### src/rtl/cpu_sequencer.sv
// Eight-phase fetch/execute sequencer with opcode decode, halt/resume and a retired-instruction count.
// Optional single-step run control is built when CTRL_SINGLE_STEP_EN is defined.
module cpu_sequencer #(
   parameter int unsigned CNT_W = 16
) (
   input  logic             clk,
   input  logic             rst_n,
   input  logic [2:0]       opcode,
   input  logic             zero,
   input  logic             resume,
`ifdef CTRL_SINGLE_STEP_EN
   input  logic             step_mode,
   input  logic             step,
`endif
   output logic             sel,
   output logic             rd,
   output logic             wr,
   output logic             ld_ir,
   output logic             ld_ac,
   output logic             ld_pc,
   output logic             inc_pc,
   output logic             data_e,
   output logic             halt,
   output logic [2:0]       phase,
   output logic [CNT_W-1:0] instr_cnt
);

   typedef enum logic [1:0] {RST_IDLE, RUN, HALTED, WAIT_STEP} state_t;

   typedef enum logic [2:0] {
      OP_HLT = 3'b000, OP_SKZ = 3'b001, OP_ADD = 3'b010, OP_AND = 3'b011,
      OP_XOR = 3'b100, OP_LDA = 3'b101, OP_STO = 3'b110, OP_JMP = 3'b111
   } op_t;

   typedef struct packed {
      logic sel, rd, wr, ld_ir, ld_ac, ld_pc, inc_pc, data_e, halt;
   } ctl_t;

   localparam ctl_t FETCH0   = '{sel: 1'b1, default: 1'b0};
   localparam ctl_t HALT_CTL = '{halt: 1'b1, default: 1'b0};

   state_t state;
   op_t    op_q;
   ctl_t   ctl;

   // Strobes for the phase being entered; ph4 is decoded from the opcode being captured.
   function automatic ctl_t decode(input logic [2:0] ph, input op_t op, input logic z);
      ctl_t c;
      logic aluop;
      c     = '0;
      aluop = (op == OP_ADD) || (op == OP_AND) || (op == OP_XOR) || (op == OP_LDA);
      case (ph)
         3'd0: c.sel = 1'b1;
         3'd1: begin c.sel = 1'b1; c.rd = 1'b1; end
         3'd2, 3'd3: begin c.sel = 1'b1; c.rd = 1'b1; c.ld_ir = 1'b1; end
         3'd4: begin c.inc_pc = 1'b1; c.halt = (op == OP_HLT); end
         3'd5: c.rd = aluop;
         3'd6: begin
            c.rd     = aluop;
            c.inc_pc = (op == OP_SKZ) && z;
            c.ld_pc  = (op == OP_JMP);
            c.data_e = (op == OP_STO);
         end
         default: begin
            c.rd     = aluop;
            c.ld_ac  = aluop;
            c.ld_pc  = (op == OP_JMP);
            c.wr     = (op == OP_STO);
            c.data_e = (op == OP_STO);
         end
      endcase
      return c;
   endfunction

   always_ff @(posedge clk) begin
      if (!rst_n) begin
         state     <= RST_IDLE;
         phase     <= '0;
         instr_cnt <= '0;
         ctl       <= '0;
         op_q      <= OP_HLT;
      end else begin
         case (state)
            RST_IDLE: begin
               state <= RUN;
               phase <= '0;
               ctl   <= FETCH0;
            end
            RUN: begin
               if (phase == 3'd7) begin
                  instr_cnt <= instr_cnt + CNT_W'(1);
                  phase     <= '0;
`ifdef CTRL_SINGLE_STEP_EN
                  if (step_mode) begin
                     state <= WAIT_STEP;
                     ctl   <= '0;
                  end else begin
                     ctl <= FETCH0;
                  end
`else
                  ctl <= FETCH0;
`endif
               end else if (phase == 3'd4 && op_q == OP_HLT) begin
                  state <= HALTED;
                  phase <= '0;
                  ctl   <= HALT_CTL;
               end else begin
                  if (phase == 3'd3)
                     op_q <= op_t'(opcode);
                  phase <= phase + 3'd1;
                  ctl   <= decode(phase + 3'd1, (phase == 3'd3) ? op_t'(opcode) : op_q, zero);
               end
            end
            HALTED: begin
               if (resume) begin
                  state <= RUN;
                  phase <= '0;
                  ctl   <= FETCH0;
               end
            end
`ifdef CTRL_SINGLE_STEP_EN
            WAIT_STEP: begin
               if (step || !step_mode) begin
                  state <= RUN;
                  phase <= '0;
                  ctl   <= FETCH0;
               end
            end
`endif
            default: begin
               state <= RST_IDLE;
               phase <= '0;
               ctl   <= '0;
            end
         endcase
      end
   end

   assign sel    = ctl.sel;
   assign rd     = ctl.rd;
   assign wr     = ctl.wr;
   assign ld_ir  = ctl.ld_ir;
   assign ld_ac  = ctl.ld_ac;
   assign ld_pc  = ctl.ld_pc;
   assign inc_pc = ctl.inc_pc;
   assign data_e = ctl.data_e;
   assign halt   = ctl.halt;

endmodule

### config.mk
export PLATFORM = sky130hd
export DESIGN_NAME = cpu_sequencer
export DESIGN_NICKNAME = d
export VERILOG_FILES = /design/src/rtl/cpu_sequencer.sv
export SDC_FILE = /design/constraint.sdc
export NUM_CORES = 1
export LEC_CHECK = 0
export CELL_PAD_IN_SITES_DETAIL_PLACEMENT = 1
export CELL_PAD_IN_SITES_GLOBAL_PLACEMENT = 2
export CORE_MARGIN = 3
export CORE_UTILIZATION = 30
export DETAILED_ROUTE_END_ITERATION = 8
export PLACE_DENSITY = 0.86
export SLEW_MARGIN = 20
export SYNTH_ARGS = -nofsm -noshare
export SYNTH_HDL_FRONTEND = slang
export SYNTH_SLANG_ARGS = --single-unit
### constraint.sdc
create_clock -name clk -period 2.33 [get_ports clk]
set_input_delay 0.699 -clock clk [delete_from_list [all_inputs] [get_ports clk]]
set_output_delay 0.699 -clock clk [all_outputs]
set_load 0.1 [all_outputs]
run_1/clock_wires.png
Bar = 20 um.
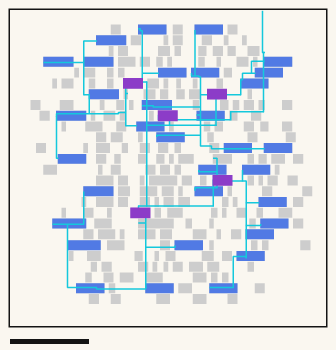
cyan -> clock wires  # length 510 um
blue -> flip-flops  # count 33
purple -> clock-net drivers  # count 5
routed clock nets = 6
clk_lat worst skew: 0.29 ns
clock skew: 0.00517 ns
clock-net power: 0.000521 W
Clk network pwr share: 42.5%

run_1/util_map.png
8 x 8 tiles, from white (low) to dark blue (high), 0 to 100% covered.
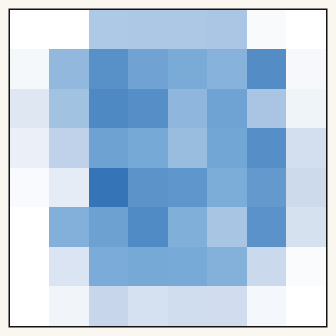
mean over tiles = 33%
densest ninth of the die = middle
emptiest ninth of the die = bottom left
fin util: 41.7%
Init Core Util: 31.5%
core area: 0.00517 mm2

==> impl_metrics.yaml, run 1 <==
# synthesis and place-and-route metrics
timing:
  setup_tns_ns: 0
  fmax_ghz: 0.459
  setup_viol: 0
  maxSlewViolCount: 0
floorplan:
  ioPinCount: 35
  rows: 26
synth:
  area_leaders: "dfxtp_1 (41%), ha_1 (6.9%), xnor2_1 (4.8%), a21oi_1 (4.3%), nand3_1 (4.0%)"
  yosys_cells: 186
  synth-seq-cells: 33
  top_area_share_pct: 40.5
  common_cells: "dfxtp_1 (33), nor2_1 (17), a21oi_1 (14), nand2_1 (14), nand3_1 (13)"
  synth-edff-count: 0
  synth_cells: 186
  syn_nets: 202
  ys_area_mm2: 0.00163
  netlist_area_mm2: 0.00163
clocking:
  cts_made_buffers: 5
  cts_tree: "done"
  cts_max_level: 2
layout:
  synthToLayoutAreaGrowth_pct: 32.2
  drive_above_1_share_pct: 26.1
  finalNonFillerCells: 300
  fin_nets: 245
  largest_reg_flops: 16
  antenna_cells: 0
detailed_routing:
  ant_nets: 0
  drtIter0Drc: 63
  vias_per_cell: 4.96
global_routing:
  grt_pass1_wl_um: 7280
  grt_antenna_before_repair: 0
  grt_use_met1_pct: 19.4
  grt_overflow: 0
  use_met2_pct: 23.4
worst_setup_path:
  startpoint: "phase[0]"
  worstPathMaxFanout: 7
  cp.arrival_ns: 2.40
placement:
  dpl.cell_count: 292
min_path:
  hold_depth: 2
  hold_end: "ld_ir"
  worstHoldStart: "ld_ir"
pwr:
  seq_power_w: 0.000580
  switching_share_pct: 25.1
  vdd_drop_max_v: 0.000173
run_status:
  status: "finished, final reports clean"
run_1/m3.png
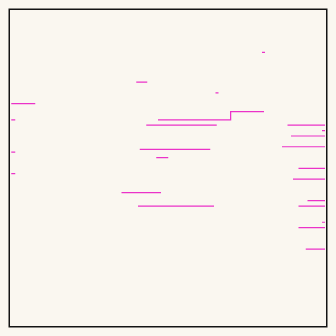
wire length on this layer = 170 um
share of all routed wire = 3.9%
longest straight run = 18.9 um
main direction = horizontal
Global Route met3 Usage: 2.48%
routed wire length: 4330 um

## run 1: worst max-delay path, cell delays in order (launching register included)
cell,delay (ns)
dfxtp_4,0.38
ha_1,0.24
ha_1,0.25
nand3b_4,0.15
or3_4,0.43
or4_1,0.50
a21oi_1,0.16
## run 1: cell families after synthesis
family | after synthesis | synth area share (%)
and+or+nand+nor | 71 | 23.7
AOI/OAI and AO/OA | 38 | 14.7
DFF | 33 | 40.5
buffers and inverters | 19 | 4.99
xor gates and xnor gates | 10 | 5.37
adders and majority gates | 9 | 6.91
muxes | 6 | 3.76
## run 1: layout make-up
cell class,instances,area [um2]
Sequential cell,33,677
Inverter,11,41.3
Fill cell,611,3020
Clock buffer,8,111
Tap cell,70,87.6
Timing Repair Buffer,44,345
Multi-Input combinational cell,134,892
==> run 2, diff against run 1 <==
- ABC_CLOCK_PERIOD_IN_PS: default -> 2330
- CORE_MARGIN: 3 -> default
- CORE_UTILIZATION: 30 -> 31
- CTS_BUF_LIST: default -> sky130_fd_sc_hd__clkbuf_4 sky130_fd_sc_hd__clkbuf_8
- PLACE_DENSITY: 0.86 -> 0.88
==> impl_metrics.yaml, run 2 <==
# synthesis and place-and-route metrics
timing:
  fmax_ghz: 0.456
  setup_tns_ns: 0
  maxSlewViolCount: 0
synth:
  syn_nets: 202
  synth_cells: 186
  netlist_area_mm2: 0.00163
  top_area_share_pct: 40.5
  synth-edff-count: 0
  ys_sh_mux_pct: 3.76
  ys_sh_aoi_pct: 14.7
  yosys_cells: 186
layout:
  drive_above_1_share_pct: 26.5
  regArea_um2: 677
  logic_gates: 134
  synthToLayoutAreaGrowth_pct: 32.7
  multiInputGateArea_um2: 892
  comb_share_pct: 41.2
  fin_nets: 245
  final_util_pct: 42.6
  flops: 33
  final-nonclk-buf-share_pct: 16.0
  seq_share_pct: 31.3
  nonClockBufferCount: 44
  largest_reg_flops: 16
  clockBufferCount: 7
  fillCellCount: 612
  finalNonFillerCells: 300
min_path:
  worstHoldStart: "ld_ir"
  hold_depth: 2
pwr:
  seq_power_w: 0.000581
  switching_share_pct: 24.8
global_routing:
  grt_overflow: 0
  use_met2_pct: 25.7
  grt_use_met1_pct: 23.4
run_status:
  status: "finished, final reports clean"
floorplan:
  core_mm2: 0.00507
  rows: 26
clocking:
  cts_made_buffers: 5
  cts_max_level: 2
worst_setup_path:
  worstPathMaxFanout: 7
## run 2: netlist changes by cell type in the layout (fill, tap and decap cells not counted)
| cell | before | now |
|---|---|---|
| clkbuf_16 | 1 | 0 |
| clkbuf_4 | 0 | 1 |
| clkbuf_1 | 1 | 0 |
| bufinv_16 | 0 | 1 |
## run 2: how the worst max path moves through the flow
stage,cells past startpoint,startpoint,endpoint
after CTS,7,phase[0],ld_ac
after global routing,6,phase[0],instr_cnt[15]
final,6,phase[0],instr_cnt[15]
after floorplan,6,phase[0],instr_cnt[13]
after global placement,5,opcode[1],halt
after detailed placement,7,phase[0],op_q[2]
## run 2: critical path, cell delays in order (launching register included)
cell and delay [ns]:
dfxtp_4 0.38, ha_1 0.24, ha_1 0.27, nand3b_4 0.15, or3_4 0.43, or4_1 0.52
a21oi_1 0.14
run_2/clock_wires.png
Bar = 20 um.
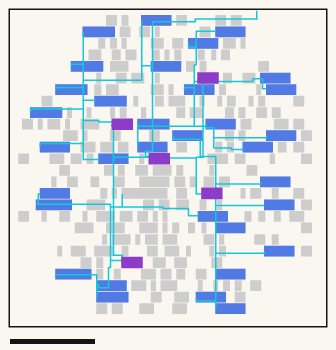
cyan -> clock wires  # length 544 um
purple -> clock-net drivers  # count 5
blue -> flip-flops  # count 33
routed clock nets = 6
flops lie = all over the die
Clk network pwr share: 45.6%
clock-net power: 0.000590 W
clock skew: 0.00516 ns

run_2/m3.png
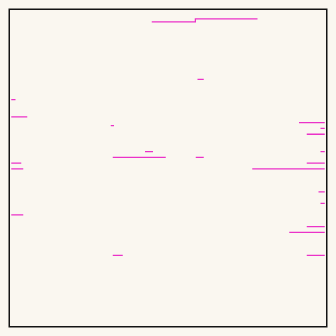
Global Route met3 Usage: 2.98%
vias: 1510
routed wire length: 4250 um

Power figures rest on the tool's default switching activity, not on a simulated workload.
